==> run_1/met3.png <==
Scale bar: 20 um.
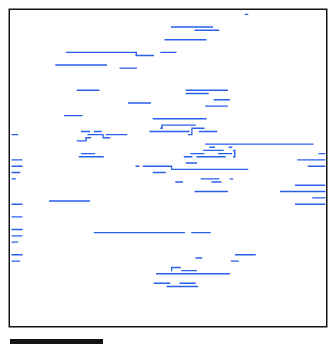
==> run_1/clock_map.png <==
Scale bar: 20 um.
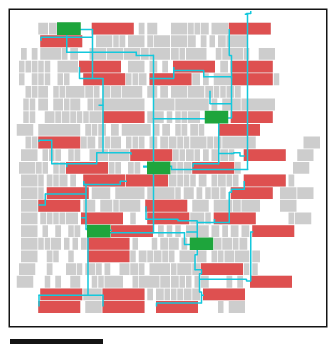
==> run_1/zoom.png <==
Region (14, 0) to (54, 40) um. Cells in gray, sequential cells in the stronger gray; small squares are vias.
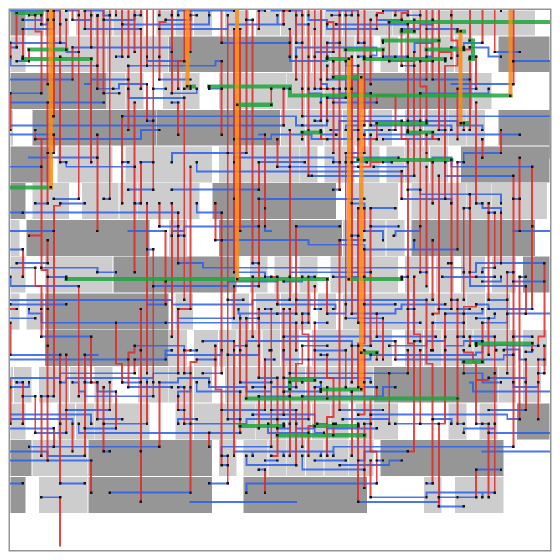
## src/rtl/serial_pattern_generator.sv

```systemverilog
// serial_pattern_generator
//   Serializes a parallel word onto serial_pattern, LSB first, with enable
//   qualifying every valid bit. Words are taken over a valid/ready handshake;
//   a programmable idle gap (enable low) follows each word.
//
// Ports
//   clk            rising-edge clock
//   rstb           asynchronous reset, active-high
//   word_in        parallel word, bit 0 sent first
//   word_len       bits to send; 0 or >WIDTH means WIDTH
//   gap_cycles     idle cycles after the word
//   word_valid     word_in/word_len/gap_cycles valid
//   word_ready     a word can be accepted this cycle
//   serial_pattern serial data bit (0 whenever enable is low)
//   enable         high on every cycle carrying a bit
//   word_done      pulse on the cycle the last bit is driven
//   busy           high in SHIFT or GAP
//
// state | meaning
// IDLE  | waiting for a word, word_ready high
// SHIFT | driving bits of the latched word, enable high
// GAP   | enable low for the latched number of gap cycles
module serial_pattern_generator #(
    parameter int WIDTH = 8,
    parameter int LEN_W = $clog2(WIDTH + 1)
) (
    input  logic             clk,
    input  logic             rstb,
    input  logic [WIDTH-1:0] word_in,
    input  logic [LEN_W-1:0] word_len,
    input  logic [7:0]       gap_cycles,
    input  logic             word_valid,
    output logic             word_ready,
    output logic             serial_pattern,
    output logic             enable,
    output logic             word_done,
    output logic             busy
);

    typedef enum logic [1:0] {
        ST_IDLE,
        ST_SHIFT,
        ST_GAP
    } state_t;

    state_t           state_q;
    logic [WIDTH-1:0] shift_q;
    logic [LEN_W-1:0] len_q;
    logic [LEN_W-1:0] bit_cnt_q;
    logic [7:0]       gap_q;
    logic [7:0]       gap_cnt_q;
    logic             serial_q;
    logic             enable_q;
    logic             done_q;
    logic             ready_q;
    logic             busy_q;

    logic             xfer;
    logic             last_bit;
    logic [LEN_W-1:0] len_d;
    logic [LEN_W-1:0] bit_cnt_d;
    logic             done_d;
    logic             load_done_d;

    assign xfer     = word_valid && ready_q;
    assign last_bit = (bit_cnt_q == len_q - LEN_W'(1));

    always_comb begin
        len_d = word_len;
        if (word_len == '0 || word_len > LEN_W'(WIDTH)) begin
            len_d = LEN_W'(WIDTH);
        end
    end

    assign load_done_d = (len_d == LEN_W'(1));
    assign bit_cnt_d   = bit_cnt_q + LEN_W'(1);
    assign done_d      = (bit_cnt_d == len_q - LEN_W'(1));

    // Loading a word happens from IDLE and, with a zero gap, directly from
    // the last SHIFT cycle; both paths share the load values below.
    always_ff @(posedge clk or posedge rstb) begin
        if (rstb) begin
            state_q   <= ST_IDLE;
            shift_q   <= '0;
            len_q     <= '0;
            bit_cnt_q <= '0;
            gap_q     <= '0;
            gap_cnt_q <= '0;
            serial_q  <= 1'b0;
            enable_q  <= 1'b0;
            done_q    <= 1'b0;
            ready_q   <= 1'b0;
            busy_q    <= 1'b0;
        end else begin
            case (state_q)
                ST_IDLE: begin
                    serial_q <= 1'b0;
                    enable_q <= 1'b0;
                    done_q   <= 1'b0;
                    ready_q  <= 1'b1;
                    busy_q   <= 1'b0;
                    if (xfer) begin
                        state_q   <= ST_SHIFT;
                        shift_q   <= word_in >> 1;
                        len_q     <= len_d;
                        bit_cnt_q <= '0;
                        gap_q     <= gap_cycles;
                        serial_q  <= word_in[0];
                        enable_q  <= 1'b1;
                        done_q    <= load_done_d;
                        ready_q   <= load_done_d && (gap_cycles == 8'd0);
                        busy_q    <= 1'b1;
                    end
                end
                ST_SHIFT: begin
                    if (last_bit) begin
                        if (gap_q != 8'd0) begin
                            state_q   <= ST_GAP;
                            gap_cnt_q <= gap_q;
                            serial_q  <= 1'b0;
                            enable_q  <= 1'b0;
                            done_q    <= 1'b0;
                            ready_q   <= 1'b0;
                            busy_q    <= 1'b1;
                        end else if (xfer) begin
                            state_q   <= ST_SHIFT;
                            shift_q   <= word_in >> 1;
                            len_q     <= len_d;
                            bit_cnt_q <= '0;
                            gap_q     <= gap_cycles;
                            serial_q  <= word_in[0];
                            enable_q  <= 1'b1;
                            done_q    <= load_done_d;
                            ready_q   <= load_done_d && (gap_cycles == 8'd0);
                            busy_q    <= 1'b1;
                        end else begin
                            state_q  <= ST_IDLE;
                            serial_q <= 1'b0;
                            enable_q <= 1'b0;
                            done_q   <= 1'b0;
                            ready_q  <= 1'b1;
                            busy_q   <= 1'b0;
                        end
                    end else begin
                        serial_q  <= shift_q[0];
                        shift_q   <= shift_q >> 1;
                        bit_cnt_q <= bit_cnt_d;
                        enable_q  <= 1'b1;
                        done_q    <= done_d;
                        ready_q   <= done_d && (gap_q == 8'd0);
                        busy_q    <= 1'b1;
                    end
                end
                ST_GAP: begin
                    serial_q <= 1'b0;
                    enable_q <= 1'b0;
                    done_q   <= 1'b0;
                    // Down-counter: the terminal count of 1 ends the gap so
                    // exactly gap cycles are spent here.
                    if (gap_cnt_q == 8'd1) begin
                        state_q <= ST_IDLE;
                        ready_q <= 1'b1;
                        busy_q  <= 1'b0;
                    end else begin
                        gap_cnt_q <= gap_cnt_q - 8'd1;
                        ready_q   <= 1'b0;
                        busy_q    <= 1'b1;
                    end
                end
                default: begin
                    state_q  <= ST_IDLE;
                    serial_q <= 1'b0;
                    enable_q <= 1'b0;
                    done_q   <= 1'b0;
                    ready_q  <= 1'b0;
                    busy_q   <= 1'b0;
                end
            endcase
        end
    end

    assign serial_pattern = serial_q;
    assign enable         = enable_q;
    assign word_done      = done_q;
    assign word_ready     = ready_q;
    assign busy           = busy_q;

endmodule

```

## config.mk

```make
export PLATFORM = sky130hd
export DESIGN_NAME = serial_pattern_generator
export DESIGN_NICKNAME = d
export VERILOG_FILES = /design/src/rtl/serial_pattern_generator.sv
export SDC_FILE = /design/constraint.sdc
export NUM_CORES = 1
export LEC_CHECK = 0
export ABC_AREA = 1
export ABC_CLOCK_PERIOD_IN_PS = 1900
export CORE_UTILIZATION = 56
export DETAILED_ROUTE_END_ITERATION = 7
export GPL_TIMING_DRIVEN = 0
export PLACE_DENSITY = 0.91
export SLEW_MARGIN = 10
export SYNTH_ARGS = -nofsm -noshare
export SYNTH_HDL_FRONTEND = slang
export SYNTH_SLANG_ARGS = --single-unit
export TNS_END_PERCENT = 20
```

## constraint.sdc

```tcl
create_clock -name clk -period 1.9 [get_ports clk]
set_input_delay 0.285 -clock clk [delete_from_list [all_inputs] [get_ports clk]]
set_output_delay 0.285 -clock clk [all_outputs]
set_load 0.05 [all_outputs]
```

==> ci_impl_report.md, run 1 <==
## Synthesis and layout report

| Metric | Value |
|---|---|
| Starting DRT DRC Count | `159` |
| Ports | `28` |
| Crit-path leading delay family | `simple AND/OR/NAND/NOR gates` |
| CTS H-tree depth | `2` |
| Comb pwr share | `0.574` |
| Fin cells | `406` |
| Switching share of power | `0.476` |
| Mean Syn Cell Area | `7.75 um^2` |
| Drt first pass iters | `5` |
| R2r worst-path depth | `11` |
| Critical Path Fanout Max | `5` |
| # Cells Yosys | `314` |
| Most frequent CP cell | `nand3_4` |
| CTS Buffer Depth | `2` |
| Detailed-route wire length per cell | `14.8 um` |
| Mapped Area | `between 0.002 and 0.0025 mm^2` |
| Post-Syn Instances | `314` |
| Dominant comb cell | `simple AND/OR/NAND/NOR gates` |
| Synth area leader | `dfrtp_1` |
| RePlAce Congestion | `0.871` |
| Vias in the first global route | `2103` |
| Num Clock Sinks | `39` |
| CP Cell Sequence | `inv_2 -> ha_4 -> or2_0 -> nand3_1 -> nor2_4 -> nand3_4 -> nand2_8 -> nand3_4 -> buf_6 -> nand2_1 -> o21ai_0` |
| R2r setup slk | `0.02 ns` |
| Antenna Nets Post-Route | `0` |
| Antenna violations before repair | `0` |
| Inserted Diodes | `0` |
| Cycle use final | `0.988` |
| Power Density | `1760 mW/mm^2` |
| Commonest Layout Cell | `nand2_1` |
| Worst rel slew slack | `0.461` |
| Status | `complete, no violations` |
| Final slew viol count | `0` |
| Overall fraction of global-route tracks in use | `0.285` |
| Basic Gates by Area | `0.350` |
| Cell row count | `23` |
| Cell area leaders | `dfrtp_1 (40%), nand2_1 (17%), inv_1 (5.1%), nand3_1 (4.3%), nand3_2 (3.7%)` |
| FP Util | `0.596` |
| XOR-XNOR Cells, Area Fraction | `0.00720` |
| Reg2Reg Capture Point | `len_q[3]` |
| Ratio of cells with drive above 1 in the final layout | `0.188` |
| Port Buf Inserts | `27` |
| Setup TNS | `0 ns` |
| Clk network pwr share | `0.138` |
| Final Setup Violations | `0` |
| Post-synth regs | `39` |
| Drc violations | `0` |
| Nature of the critical path endpoint | `register` |
| CP Launch Type | `register` |
| Tmin final | `1.88 ns` |
| Setup Crit Path Kind | `reg -> reg` |
| Sequential power share | `0.287` |
| Cell Type Count | `34` |
| Adder Share, Synth | `0.0206` |
| Global-route wire length before repair | `9630 um` |
| Largest net degree at the start of global routing | `40` |
| Gr ovfl total | `0` |
| Clock-pin slew on the worst setup and hold paths | `0.08 ns` |
| Mux frac, synth | `0.00823` |
| Register share after synthesis | `0.401` |
| RSZ-0062 raised after global routing | `true` |
| HPWL Detailed | `4050 um` |
| PnR Total Power | `5260 uW` |
| R2r startpoint | `len_q[0]` |
| Worst Tran Pin Value | `0.808 ns` |
| Yosys top cell area share | `0.401` |
| Fmax | `533 MHz` |
| Compound Share, Synth | `0.116` |
| Clk root buf | `clkbuf_8` |
| Fin. Hold Viols | `0` |
| Leak pwr | `between 0.001 and 0.0015 uW` |
| CORE AREA | `0.00409 mm^2` |
| TritonCTS clock tree | `built` |
| MaxCap Viol Count | `0` |
| Most instantiated logic cells after routing | `nand2_1 (102), dfrtp_1 (39), inv_1 (29)` |
| Crit path max-delay cell type | `dfrtp_1` |
| Setup skew after layout | `about 0.0071 ns` |
| Number of buffers created by CTS | `5` |
| Slowest stage delay, CP | `roughly 0.4 ns` |
| Area delta synth->final | `22.7%` |
| Die Y-Extent | `67.9 um` |
| Synthesis area per yosys | `~0.0024 mm^2` |
| Post-synth top flop | `dfrtp_1` |
| Yosys Warn Count | `0` |
| Internal power | `~2800 uW` |
| P_sw | `~2500 uW` |
| Die W | `67.9 um` |
| Peak supply drop | `1.08 mV` |
| DR vias/cell | `about 5.7` |
| Stage-log warning count | `28` |
| # nets final | `382` |
| Ys async rst share | `1.00` |
| Nets at Floorplan | `341` |
| Worst Path Arrival | `2.05 ns` |
| Count of library flops with an enable pin | `0` |
| Chip area | `0.00461 mm^2` |
| Placed insts | `391` |
| Worst path bufs/invs | `2` |
| Crit path DRT | `~2.1 ns` |
| Hold Crit Class | `in -> async` |
About met3.png:
wire length on this layer: 366 um
longest straight run: 23.0 um
drt total wl: 6000 um
via count: 2299
GR Layer Usage met3: 0.0650

About clock_map.png:
[red] flip-flops | count: 39
[green] cells driving clock nets | count: 5
[cyan] clock wires | length: 482 um
flops lie: all over the die
routed clock nets: 6
clk ins delay skew pair: 0.30 ns
Clock Power: 727 uW

About zoom.png:
| color | layer |
|---|---|
| blue | met1 |
| red | met2 |
| green | met3 |
| orange | met4 |
cells with their middle in the window: 157
most frequent: nand2_1 (44), dfrtp_1 (18), inv_1 (13)
netlist names of flops here include: gap_cnt_q (6), gap_q (5), len_q (2)
sequential cells in the window: 18

## run 1: cells in the mapped netlist, types with 2 or more instances
cell and n:
nand3_1 21, o22ai_2 2, dfrtp_1 39, a21oi_1 3, nand3_4 2, ha_1 4, buf_6 4, o21ai_0 15
nand2_2 5, nand4_1 5, buf_12 2, o21ai_1 11, o211ai_2 6, inv_2 4, nor2_2 2, nand2_1 107
xor2_1 2, clkbuf_1 2, mux2i_1 2, inv_1 33, nand3_2 9, nor2_1 22
## run 1: through the flow
| stage | worst slack, ns | hold slack [ns] | util | cell area [um^2] |
|---|---|---|---|---|
| 2_1_floorplan | 0.136 | 0.395 | - | 2430 |
| 3_3_place_gp | -0.0983 | 0.482 | 0.677 | 2770 |
| 3_5_place_dp | -0.104 | 0.505 | 0.677 | 2770 |
| 4_1_cts | 0.0269 | 0.485 | 0.711 | 2900 |
| 5_1_grt | -0.0628 | 0.540 | 0.731 | 2990 |
| 6_report | 0.0229 | 0.453 | 0.731 | 2990 |
## run 1: kinds of logic (layout without fill, tap and decap cells)
group	Yosys count	count (layout)
compound gates	41	41
xor+xnor	2	2
fa+ha+maj	4	4
buf+inv	46	88
flops	39	39
mux	2	2
simple gates	180	180
## run 1: routing by layer
metal | routed length [um] | global-route usage
met1 | 2490 | 0.367
met2 | 2980 | 0.444
met3 | 366 | 0.0650
met4 | 168 | 0.151
met5 | 0 | 0
## run 1: cell type report
type	count	area, um^2
plain buffers	8	92.6
clock buffers	6	82.6
clock inverters	2	35.0
fillers	303	1100
inverters	38	145
multi-input cells	229	1260
flip-flops and latches	39	976
well taps	50	62.6
repair buffers	34	330
## run 1: worst max-delay path by stage
stage / slack (ns) / endpoint / cells after the start / from
CTS: 0.03 / gap_q[1] / 12 / len_q[1]
global placement: -0.1 / bit_cnt_q[2] / 2 / rstb
detailed placement: -0.10 / shift_q[2] / 7 / word_valid
floorplan: 0.14 / shift_q[0] / 11 / len_q[0]
global route: -0.06 / gap_q[4] / 12 / len_q[0]
finish: 0.02 / len_q[3] / 11 / len_q[0]
## run 1: what timing repair did
item | 4_1_cts | 5_1_grt
setup buffers | 1 | 4
pin swaps | 0 | 7
gates resized | 1 | 15
endpoints found under the setup margin | 26 | 32
hold buffers | 0 | 0
endpoints found under the hold margin | 0 | 0
gates cloned | 0 | 2
## run 1: sequential cells by signal, summed over array words and instances (netlist names)
register        flops
shift_q             8
len_q               4
busy                1
state_q             2
gap_q               8
enable              1
gap_cnt_q           8
word_done           1
word_ready          1
bit_cnt_q           4
serial_pattern      1
## run 1: power by group through the flow
stage	registers [uW]	logic, uW	clock network (uW)
floorplan	1570	2020	0
global placement	1480	2610	0
detailed placement	1510	2730	0
CTS	1490	2820	735
global route	1550	3310	770
finish	1510	3020	727
==> run_1/final_placement.png <==
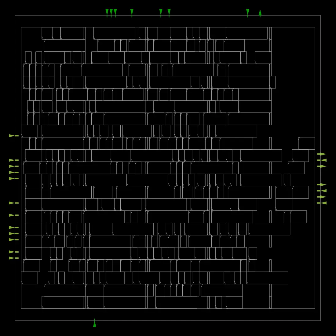

==> inputs of run 2 (changes only) <==
- ABC_CLOCK_PERIOD_IN_PS: 1900 -> 2100
- clock period: 1.9 -> 2.1 ns (I/O delays scaled with it)
==> run_2/final_placement.png <==
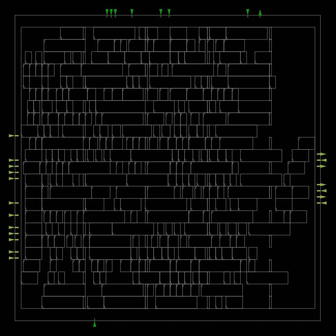
Seq area share: 0.338
Flops: 39
fill cell count: 327
CORE AREA: 0.00409 mm^2

==> run_2/met3.png <==
Scale bar: 20 um.
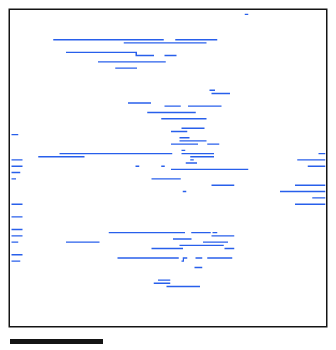
nets with wire on the layer: 58
wire length on this layer: 376 um
GR Layer Usage met3: 0.0633
via count: 2207
drt total wl: 5650 um

==> run 2 against run 1 <==
Effect of this change: final cell count fell by 1.7%; core utilization fell by 2.5 points; critical endpoint is now shift_q[3]; combinational power fell by 16%.
==> ci_impl_report.md, run 2 <==
## Synthesis and layout report

| Metric | Value |
|---|---|
| Largest regs | `gap_cnt_q x8, gap_q x8, shift_q x8 (unchanged)` |
| MaxCap Viol Count | `0 (unchanged)` |
| Die W | `67.9 um (unchanged)` |
| Chip area | `0.00461 mm^2 (unchanged)` |
| Peak supply drop | `0.913 mV (was 1.08 mV)` |
| Setup Crit Path Kind | `reg -> reg (unchanged)` |
| Yosys top cell area share | `0.401 (unchanged)` |
| Mux frac, synth | `0.00823 (unchanged)` |
| Global-route wire length before repair | `9530 um (was 9630 um)` |
| TritonCTS clock tree | `built (unchanged)` |
| Die Y-Extent | `67.9 um (unchanged)` |
| Starting DRT DRC Count | `178 (was 159)` |
| Antenna Nets Post-Route | `0 (unchanged)` |
| Mapped Area | `0.00243 mm^2 (unchanged)` |
| Postcts setup bufs | `0 (was 1)` |
| Largest net degree at the start of global routing | `40 (unchanged)` |
| Compound Share, Synth | `0.116 (unchanged)` |
| Synth top cells by count | `nand2_1 (107), dfrtp_1 (39), inv_1 (33) (unchanged)` |
| R2r startpoint | `len_q[0] (unchanged)` |
| # nets final | `375 (was 382)` |
| Post-synth top flop | `dfrtp_1 (unchanged)` |
| Critical Path Fanout Max | `10 (was 5)` |
| Fmax | `512 MHz (was 533 MHz)` |
| Detailed-route wire length per cell | `14.2 um (was 14.8 um)` |
| Commonest Layout Cell | `nand2_1 (unchanged)` |
| Nature of the critical path endpoint | `register (unchanged)` |
| Worst Path Arrival | `2.13 ns (was 2.05 ns)` |
| Mean Syn Cell Area | `7.75 um^2 (unchanged)` |
| Count of library flops with an enable pin | `0 (unchanged)` |
| HPWL Detailed | `4050 um (unchanged)` |
| Post-route core utilization | `0.706 (was 0.731)` |
| Setup TNS | `0 ns (unchanged)` |
| Clock-pin slew on the worst setup and hold paths | `0.08 ns (about the same)` |
| Hold Crit Class | `in -> async (unchanged)` |
| Antenna violations before repair | `0 (unchanged)` |
| Most instantiated logic cells after routing | `nand2_1 (107), dfrtp_1 (39), inv_1 (32) (was nand2_1 (102), dfrtp_1 (39), inv_1 (29))` |
| CTS hold repair buffers | `0 (unchanged)` |
| Most frequent cell after synthesis | `nand2_1 (unchanged)` |
| DR vias/cell | `5.53 (was 5.66)` |
| Vias in the first global route | `2083 (was 2103)` |
| Number of buffers created by CTS | `5 (unchanged)` |
| # Cells Yosys | `314 (unchanged)` |
| XOR-XNOR Cells, Area Fraction | `0.00720 (unchanged)` |
| Post-synth regs | `39 (unchanged)` |
| Overall fraction of global-route tracks in use | `0.283 (was 0.285)` |
| Adder Share, Synth | `0.0206 (unchanged)` |
| Basic Gates by Area | `0.350 (unchanged)` |
| Power Density | `1570 mW/mm^2 (was 1760 mW/mm^2)` |
| CTS resizes | `0 (was 1)` |
| Clk ins delay skew pair | `0.30 ns (about the same)` |
| Register share after synthesis | `0.401 (unchanged)` |
| Cell area leaders | `dfrtp_1 (40%), nand2_1 (17%), inv_1 (5.1%), nand3_1 (4.3%), nand3_2 (3.7%) (unchanged)` |
| Worst rel slew slack | `0.469 (was 0.461)` |
| Post-Syn Instances | `314 (unchanged)` |
| Area delta synth->final | `18.5% (was 22.7%)` |
| Cell row count | `23 (unchanged)` |
| Yosys Warn Count | `0 (unchanged)` |
| Ys async rst share | `1.00 (unchanged)` |
| Clk root buf | `clkbuf_8 (unchanged)` |
| Num Clock Sinks | `39 (unchanged)` |
| Tmin final | `1.95 ns (was 1.88 ns)` |
| RePlAce Congestion | `0.871 (unchanged)` |
| Dominant comb cell | `simple AND/OR/NAND/NOR gates (unchanged)` |
| R2r worst-path depth | `10 (was 11)` |
| Drc violations | `0 (unchanged)` |
| Drt first pass iters | `4 (was 5)` |
| CTS H-tree depth | `2 (unchanged)` |
| Stage-log warning count | `27 (was 28)` |
| Fin. Hold Viols | `0 (unchanged)` |
| Final Setup Violations | `0 (unchanged)` |
| Worst Tran Pin Value | `0.796 ns (was 0.808 ns)` |
| Final slew viol count | `0 (unchanged)` |
| Crit path DRT | `2.28 ns (was 2.08 ns)` |
| RSZ-0062 raised after global routing | `false (was true)` |
| Cycle use final | `0.930 (was 0.988)` |
| Nets at Floorplan | `341 (unchanged)` |
| Reg2Reg Capture Point | `shift_q[3] (was len_q[3])` |
| Gr ovfl total | `0 (unchanged)` |
| Status | `complete, no violations (unchanged)` |
| Cell Type Count | `34 (unchanged)` |
| Ratio of cells with drive above 1 in the final layout | `0.146 (was 0.188)` |
| Leak pwr | `0.00142 uW (was 0.00146 uW)` |
| Inserted Diodes | `0 (unchanged)` |
| R2r setup slk | `0.15 ns (was 0.02 ns)` |
| Synthesis area per yosys | `0.00243 mm^2 (unchanged)` |
| Port Buf Inserts | `27 (unchanged)` |
| Synth area leader | `dfrtp_1 (unchanged)` |
| CTS Buffer Depth | `2 (unchanged)` |
| FP Util | `0.596 (unchanged)` |
| CP Launch Type | `register (unchanged)` |
| Ports | `28 (unchanged)` |
==> run_2/clock_map.png <==
Scale bar: 20 um.
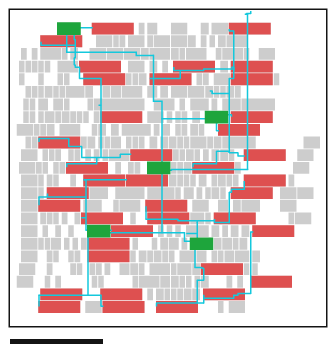
[green] cells driving clock nets | count: 5
[cyan] clock wires | length: 488 um
[red] flip-flops | count: 39
flops lie: all over the die
routed clock nets: 6
setup skew after layout: 0.00939 ns
Clock Power: 656 uW
Clk network pwr share: 0.144

==> run 2: cell counts after synthesis <==
No cell type changed its count.
==> run 2: routing by layer <==
metal  part of all wire  GRT usage  wire length, um  vias up
li1                   -          -                -     1079
met1               0.42      0.363             2400      997
met2               0.48      0.449             2720      113
met3              0.066     0.0633              375       18
met4              0.029      0.135              165        0
met5                  0          0                0        -
==> run 2: cells by family after synthesis <==
| logic type | after synthesis |
|---|---|
| compound gates | 41 |
| xor+xnor | 2 |
| fa+ha+maj | 4 |
| buf+inv | 46 |
| flops | 39 |
| mux | 2 |
| simple gates | 180 |
==> run 2: cell type report <==
cell class	instances	area, um^2	area share
Tap cell	50	62.6	0.0217
Buffer	8	92.6	0.0321
Multi-Input combinational cell	229	1220	0.424
Clock inverter	2	35.0	0.0121
Clock buffer	6	82.6	0.0286
Inverter	38	143	0.0495
Sequential cell	39	976	0.338
Timing Repair Buffer	27	270	0.0937
==> run 2: worst max-delay path by stage <==
| stage | from | end | slack [ns] |
|---|---|---|---|
| 4_1_cts | len_q[0] | gap_q[1] | 0.16 |
| 5_1_grt | len_q[0] | gap_cnt_q[1] | 0.0006 |
| 2_1_floorplan | len_q[0] | shift_q[0] | 0.34 |
| 3_3_place_gp | rstb | bit_cnt_q[2] | 0.07 |
| 6_report | len_q[0] | shift_q[3] | 0.15 |
| 3_5_place_dp | word_valid | shift_q[2] | 0.07 |
==> run 2: metrics by stage <==
stage	setup WS, ns	instance area (um^2)	hold slack (ns)	instances	total power [uW]
after global routing	0.000610	2880	0.550	399	4890
after detailed placement	0.0662	2770	0.505	391	3830
after global placement	0.0717	2770	0.482	391	3700
after floorplan	0.336	2430	0.425	314	3250
final	0.147	2880	0.478	399	4540
after CTS	0.159	2880	0.515	399	4520
==> run 2: worst max-delay path, cell delays in order (launching register included) <==
cell      delay [ns]
dfrtp_1         0.40
inv_2           0.07
ha_1            0.33
or2_0           0.12
nand3_1         0.12
nor2_4          0.15
nand3_4         0.11
nand2_4         0.12
buf_12          0.14
buf_6           0.17
o211ai_2        0.10
==> run 2: report_power, final <==
part,internal (uW),switching (uW)
registers,1060,293
clock network,384,271
logic,933,1600
total,2380,2160
No activity file was given, so power comes from the tool's default toggle rates.
